==> config.mk <==
export PLATFORM = sky130hd
export DESIGN_NAME = mmio_timer
export DESIGN_NICKNAME = d
export VERILOG_FILES = /design/src/rtl/mmio_timer_pkg.sv /design/src/rtl/mmio_timer_prescaler.sv /design/src/rtl/mmio_timer.sv
export SDC_FILE = /design/constraint.sdc
export NUM_CORES = 1
export LEC_CHECK = 0
export CAP_MARGIN = 20
export CORE_UTILIZATION = 32
export CTS_CLUSTER_DIAMETER = 50
export DETAILED_ROUTE_END_ITERATION = 10
export PLACE_DENSITY = 0.51
export SETUP_SLACK_MARGIN = 0.4
export SLEW_MARGIN = 10
export SYNTH_ARGS = -nofsm -noshare
export SYNTH_HDL_FRONTEND = slang
export SYNTH_SLANG_ARGS = --single-unit
export TNS_END_PERCENT = 50
==> constraint.sdc <==
create_clock -name clk -period 3.61 [get_ports clk]
set_clock_uncertainty 0.2 [all_clocks]
set_input_delay 0.722 -clock clk [delete_from_list [all_inputs] [get_ports clk]]
set_output_delay 0.722 -clock clk [all_outputs]
set_load 0.05 [all_outputs]
==> images/congestion.png <==
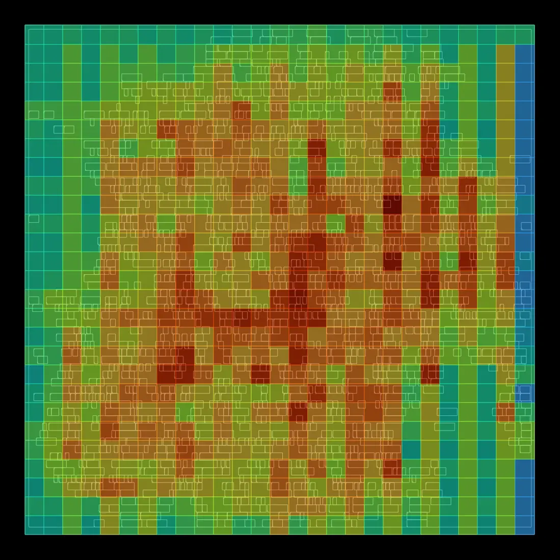
Util after Layout: 43.0%
global routing's busiest layer: met2

==> images/cell_density.png <==
Scale: 2 px per µm. The die is cut into 19 by 19 equal tiles; dark blue is low, red is high, 0 to 100% covered.
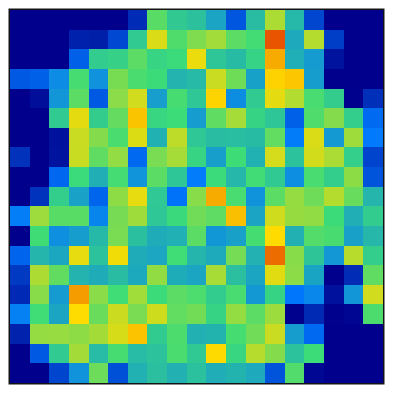
emptiest ninth of the die = upper left
tiles over 75% full = 3.6%
fullest tile = 90%
mean over tiles = 40%
core outline area: 33500 µm²
Init Core Util: 32.5%

==> images/io_fan.png <==
Scale: 1.5 px per µm.
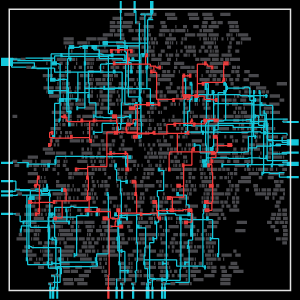
cyan -> wdata  # bits 32, direction input, end cells 137, buffers 32, wire 4040 µm
red -> rst  # bits 1, direction input, end cells 83, buffers 3, wire 1090 µm
port buffer count: 102
# IOs: 105

==> images/clk_routes.png <==
Scale: 2 px per µm.
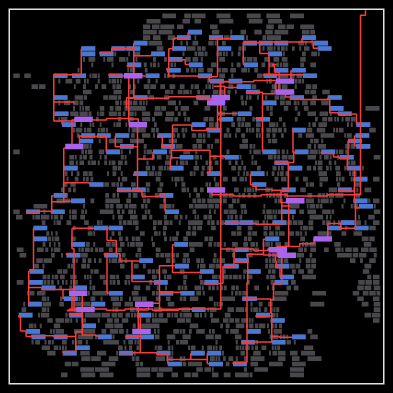
purple -> clock drivers  # count 17
red -> clock wires  # length 2550 µm
blue -> flip-flops  # count 162
routed clock nets = 18
Clk network pwr share: 47.7%
clk ins delay skew pair: 0.45 ns

==> images/layer_met4.png <==
Scale: 2 px per µm. Supply wires on this layer in gray.
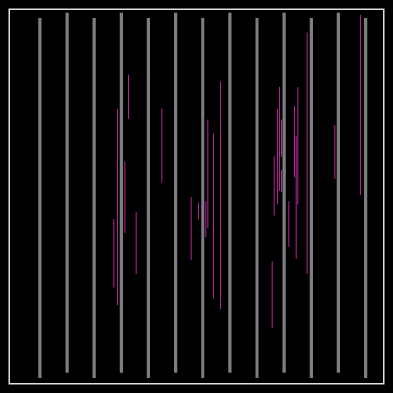
wire length on this layer = 1170 µm
main direction = vertical
routed vias: 11600
final WL: 43100 µm

==> job_summary.md <==
## Implementation flow summary

| Metric | Value |
|---|---|
| Worst hold margin | about 0.27 ns |
| H-tree depth | 4 |
| Post_cts resized | 38 |
| Hold WC Path Type | reg -> reg |
| CP top delay family | simple AND/OR/NAND/NOR gates |
| Outcome | complete, no violations |
| DIE AREA | 34800 µm² |
| Levels on crit path | 10 |
| Required time of the critical path | 2.69 ns |
| TritonCTS clock tree | done |
| Die height | 187 µm |
| Clock Pin Slew Worst Setup and Hold Paths | 0.06 ns |
| Fin crit share | 97.2% |
| GR Util met1 | ~36% |
| Die Wd | 187 µm |
| Endpoints failing hold | 0 |
| M1 wire length | ~20000 µm |
| And+or+nand+nor area frac | 24.5% |
| Drt drc | 0 |
| Yosys reg bits | 162 |
| Post-CTS setup buffers | 4 |
| First-pass DRT Iterations | 6 |
| Ant diodes | 0 |
| Top cells excl fill/tap | 206 x nand2_1, 160 x dfxtp_1, 134 x a21oi_1, 102 x buf_4, 94 x nor2_1 |
| Min Tclk post-route | 3.51 ns |
| Number of max-cap violations | 0 |
==> power breakdown <==
part	switching, µW	leakage, µW	internal [µW]	total (µW)
combinational	193	0.00426	120	313
clock	794	0.000291	1120	1920
sequential	0.000000353	0.00131	1790	1790
total	987	0.00586	3030	4020
==> area by class of cell <==
| class | count | area [µm²] | share of cell area [%] |
|---|---|---|---|
| Clock inverter | 9 | 130 | 0.902 |
| Multi-Input combinational cell | 1115 | 7260 | 50.3 |
| Tap cell | 448 | 561 | 3.88 |
| Clock buffer | 23 | 468 | 3.24 |
| Sequential cell | 162 | 3250 | 22.5 |
| Timing Repair Buffer | 225 | 2480 | 17.2 |
| Inverter | 78 | 293 | 2.03 |
Power is estimated from default activity; no workload was simulated.
